==> src/rtl/oam_evaluator.sv <==
// -----------------------------------------------------------------------------
// oam_evaluator
//
// Per-scanline sprite evaluation. During horizontal blanking the block walks
// every OAM entry in ascending order, tests whether the sprite covers the next
// scanline, and copies up to CACHE_DEPTH hits into a line cache. The line
// result (hit count and overflow flag) is committed once at the end of the
// scan. The scan is aborted if active display resumes before it finishes.
//
// Ports
//   clk          sole clock, rising edge
//   reset        synchronous active-high reset
//   line_start   single-cycle pulse at start of horizontal blanking
//   next_y       scanline to evaluate, sampled on an accepted line_start
//   video_on     active-display indicator; high during a scan aborts it
//   oam_addr     OAM read address (synchronous OAM, data one cycle later)
//   oam_data     OAM read data: [31] enable, [15:6] pos_y
//   cache_we     line-cache write strobe
//   cache_waddr  line-cache write index
//   cache_wdata  OAM word written to the line cache, unmodified
//   cache_count  number of valid cache entries for the committed line
//   overflow     more than CACHE_DEPTH sprites hit the committed line
//   busy         scan in progress (SCAN or DONE)
//   done         single-cycle pulse when a scan completes
// -----------------------------------------------------------------------------
module oam_evaluator #(
    parameter int OAM_DEPTH   = 8,
    parameter int OAM_WIDTH   = 32,
    parameter int CACHE_DEPTH = 4,
    parameter int TILE_HEIGHT = 32
) (
    input  logic                           clk,
    input  logic                           reset,
    input  logic                           line_start,
    input  logic [9:0]                     next_y,
    input  logic                           video_on,
    output logic [$clog2(OAM_DEPTH)-1:0]   oam_addr,
    input  logic [OAM_WIDTH-1:0]           oam_data,
    output logic                           cache_we,
    output logic [$clog2(CACHE_DEPTH)-1:0] cache_waddr,
    output logic [OAM_WIDTH-1:0]           cache_wdata,
    output logic [$clog2(CACHE_DEPTH):0]   cache_count,
    output logic                           overflow,
    output logic                           busy,
    output logic                           done
);

    localparam int AW = $clog2(OAM_DEPTH);
    localparam int CW = $clog2(CACHE_DEPTH);

    localparam logic [AW-1:0] LAST_ADDR  = AW'(OAM_DEPTH - 1);
    localparam logic [AW:0]   SCAN_LAST  = (AW + 1)'(OAM_DEPTH);
    localparam logic [CW:0]   CACHE_FULL = (CW + 1)'(CACHE_DEPTH);
    localparam logic [10:0]   TILE_H11   = 11'(TILE_HEIGHT);

    typedef enum logic [1:0] {
        IDLE = 2'd0,
        SCAN = 2'd1,
        DONE = 2'd2
    } state_t;

    state_t      state;
    logic [9:0]  target_y;
    logic [CW:0] work_cnt;
    logic        work_ovf;
    // Counts SCAN cycles. Value 0 is the cycle in which address 0 is only
    // being presented; from 1 onward oam_data holds entry scan_cnt-1.
    logic [AW:0] scan_cnt;

    // Range test in 11 bits so pos_y + TILE_HEIGHT never wraps back into
    // low scanlines.
    logic [10:0] pos_y11;
    logic [10:0] tgt_y11;
    logic        in_range;

    assign pos_y11  = {1'b0, oam_data[15:6]};
    assign tgt_y11  = {1'b0, target_y};
    assign in_range = oam_data[31] && (pos_y11 <= tgt_y11) &&
                      (tgt_y11 < (pos_y11 + TILE_H11));

    // NOTE: all state and outputs are updated with non-blocking assignments
    // in one clocked process so every register samples pre-edge values.
    always_ff @(posedge clk) begin
        if (reset) begin
            state       <= IDLE;
            oam_addr    <= '0;
            cache_we    <= 1'b0;
            cache_waddr <= '0;
            cache_wdata <= '0;
            cache_count <= '0;
            overflow    <= 1'b0;
            busy        <= 1'b0;
            done        <= 1'b0;
            target_y    <= '0;
            work_cnt    <= '0;
            work_ovf    <= 1'b0;
            scan_cnt    <= '0;
        end else begin
            // Strobes default low and are raised only in the cycle they apply.
            cache_we <= 1'b0;
            done     <= 1'b0;

            case (state)
                IDLE: begin
                    if (line_start && !video_on) begin
                        target_y <= next_y;
                        work_cnt <= '0;
                        work_ovf <= 1'b0;
                        oam_addr <= '0;
                        scan_cnt <= '0;
                        busy     <= 1'b1;
                        state    <= SCAN;
                    end
                end

                SCAN: begin
                    if (video_on) begin
                        // Abort: discard the partial result entirely.
                        cache_count <= '0;
                        overflow    <= 1'b0;
                        busy        <= 1'b0;
                        state       <= IDLE;
                    end else begin
                        if (oam_addr != LAST_ADDR) begin
                            oam_addr <= oam_addr + 1'b1;
                        end
                        scan_cnt <= scan_cnt + 1'b1;

                        if (scan_cnt != '0) begin
                            if (in_range) begin
                                if (work_cnt < CACHE_FULL) begin
                                    cache_we    <= 1'b1;
                                    cache_waddr <= work_cnt[CW-1:0];
                                    cache_wdata <= oam_data;
                                    work_cnt    <= work_cnt + 1'b1;
                                end else begin
                                    work_ovf <= 1'b1;
                                end
                            end
                            if (scan_cnt == SCAN_LAST) begin
                                state <= DONE;
                            end
                        end
                    end
                end

                DONE: begin
                    done        <= 1'b1;
                    cache_count <= work_cnt;
                    overflow    <= work_ovf;
                    busy        <= 1'b0;
                    state       <= IDLE;
                end

                default: begin
                    busy  <= 1'b0;
                    state <= IDLE;
                end
            endcase
        end
    end

endmodule
==> config.mk <==
export PLATFORM = sky130hd
export DESIGN_NAME = oam_evaluator
export DESIGN_NICKNAME = d
export VERILOG_FILES = /design/src/rtl/oam_evaluator.sv
export SDC_FILE = /design/constraint.sdc
export NUM_CORES = 1
export LEC_CHECK = 0
export ABC_CLOCK_PERIOD_IN_PS = 6400
export CAP_MARGIN = 20
export CORE_AREA = 5 5 114 73
export DETAILED_ROUTE_END_ITERATION = 16
export DIE_AREA = 0 0 119 78
export GPL_TIMING_DRIVEN = 1
export HOLD_SLACK_MARGIN = 0.06
export PLACE_DENSITY_LB_ADDON = 0.12
export SLEW_MARGIN = 25
export SYNTH_ARGS = -nofsm -noshare
export SYNTH_HDL_FRONTEND = slang
export SYNTH_SLANG_ARGS = --single-unit
==> constraint.sdc <==
create_clock -name clk -period 6.4 [get_ports clk]
set_clock_uncertainty 0.05 [all_clocks]
set_input_delay 1.6 -clock clk [delete_from_list [all_inputs] [get_ports clk]]
set_output_delay 1.6 -clock clk [all_outputs]
set_load 0.01 [all_outputs]
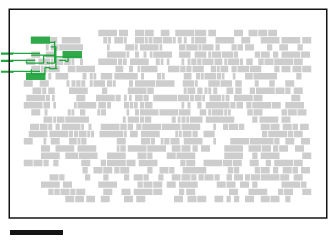
**Above:** wires at chosen ports, followed through buffers.
Scale bar: 20 um.
legend:
  oam_addr:
    colour: green
    bits: 3
    direction: output
    edge: left
    end_cells: 3
    buffers: 3
    wire: 107 um

==> commit_impl_results.txt <==
Refresh implementation metrics

- Result of the run: completed
- Highest clock frequency the design can meet: around 230 MHz
- Slew at the pin closest to its max-slew limit: roughly 880 ps
- Clock tree buffer depth: 2
* Worst flop-to-flop path startpoint: target_y[9]
- Half-perimeter wire length after placement: about 5600 um
* Overall die width: about 120 um
- Chip area from the yosys synthesis statistics: approximately 3300 um2
* Height of the chip: ~78 um
- Global routing used 5.67% of the available met3 tracks.
- Clock transition at the registers of the reported paths: around 50 ps
- Post-synthesis cell count: 373
- Latest clock arrival within the worst-skew pair: about 330 ps
- For reference, the final report shows the hold violation count at 0.
- Number of optimization iterations in the first detailed-route pass: 4
- Final Max Tran Viols: 0
- The data arrival time reported for the critical path is 4510 ps.
* Biggest fanout along the worst timing path: 33
- After global routing the overflow that remains totals 0.
* Global Route Usage Sum: 16.9%
* Chip area: 9280 um2
* Worst slack on hold paths: approximately 400 ps
- Routing resource usage on met2 recorded by global route was 24.7%.
- The worst register-to-register path has a setup slack of approximately 3800 ps.
* Met1 track demand over resource in global routing: a little under a quarter
- Counting flops with a built-in enable in the synthesized netlist gives 0.
- In this run the worst setup path terminates at cache_wdata[27].
- Post-CTS setup-driven buffer insertion count: 0
* Nets: about 530
* Tally of filler cells in the layout: ~590
- Checking hold timing, the worst path is listed with class reg -> reg.
- Largest net degree at the start of global routing: roughly 62
- VDD IR-drop max: 0.000121 V
- Buffers placed on the I/O ports in this run total ~89.
- Dividing total power by cell area gives a power density of about 220 nW/um2.
- Top register by number of flip-flops: cache_wdata
* Layout overhead on the synthesized area: 37.1%
- In the floorplan report the effective utilization is a little under half.
* Clock Sink Count: between 60 and 70
- The worst register-to-register path depth is 9.
- Looking at the reg2reg group, the worst path ends at cache_wdata[27].
- Detailed-route iteration 0 reported a violation count of just over 200.
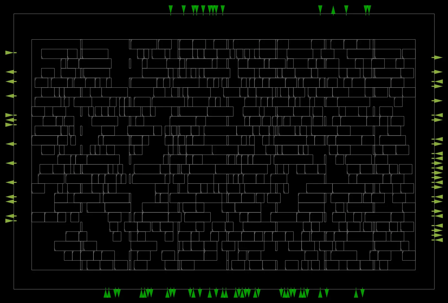
**Above:** cell outlines without signal wires.
# rows: 24
Tap Cells: 91
Core Util, Final: 64.8%

-- cells by family after synthesis --
| family | Yosys count | synth area share [%] |
|---|---|---|
| AND/OR/NAND/NOR | 151 | 25.0 |
| flip-flops | 64 | 38.3 |
| AND-OR/OR-AND | 50 | 9.91 |
| buffers and inverters | 43 | 5.53 |
| multiplexers | 34 | 10.2 |
| adder cells (fa/ha/maj) | 26 | 9.72 |
| XOR/XNOR | 5 | 1.31 |
-- power breakdown --
group / internal (mW) / leakage (nW) / switching [mW]
logic: 0.0532 / 1.01 / 0.0484
clock network: 0.343 / 0.159 / 0.169
registers: 0.403 / 0.517 / 0.00478
-- Yosys cell counts, drive strengths merged (4+ instances only) --
cell type  number  area share [%]
buf             4             1.2
inv            25             2.8
mux2i          33             9.9
xor2            4             1.0
dfxtp          64              38
nand2          35             4.0
clkbuf         14             1.6
a2111oi         4             1.0
nor2           18             2.0
nand3           4             1.1
a21oi          25             3.9
nor3            9             1.3
ha             26             9.7
nand2b         72              13
-- metrics by stage --
stage	util (%)	setup WS, ps	instances	area, um2	power, mW
final	64.8	2090	553	4590	1.02
after global routing	64.8	1840	553	4590	1.06
after CTS	64.8	2080	553	4590	1.03
after detailed placement	60.3	1750	537	4270	0.517
after global placement	60.3	1870	537	4270	0.516
after floorplan	-	2680	373	3350	0.472
-- cell type report --
class | count | area share, %
multi-input combinational | 266 | 41.0
sequential | 64 | 27.9
timing repair buffer | 91 | 19.6
clock buffer | 14 | 6.19
tap | 91 | 2.48
inverter | 25 | 2.04
clock inverter | 2 | 0.763
-- worst max-delay path: stages --
cell and delay, ps:
clkdlybuf4s50_1 600, nand3_2 120, xor2_1 160, ha_1 310
a211oi_2 170, o211ai_1 120, o2111ai_1 240, o21ai_2 160
nor4_4 220, buf_4 500, mux2i_1 270
Power and IR drop assume default switching activity.
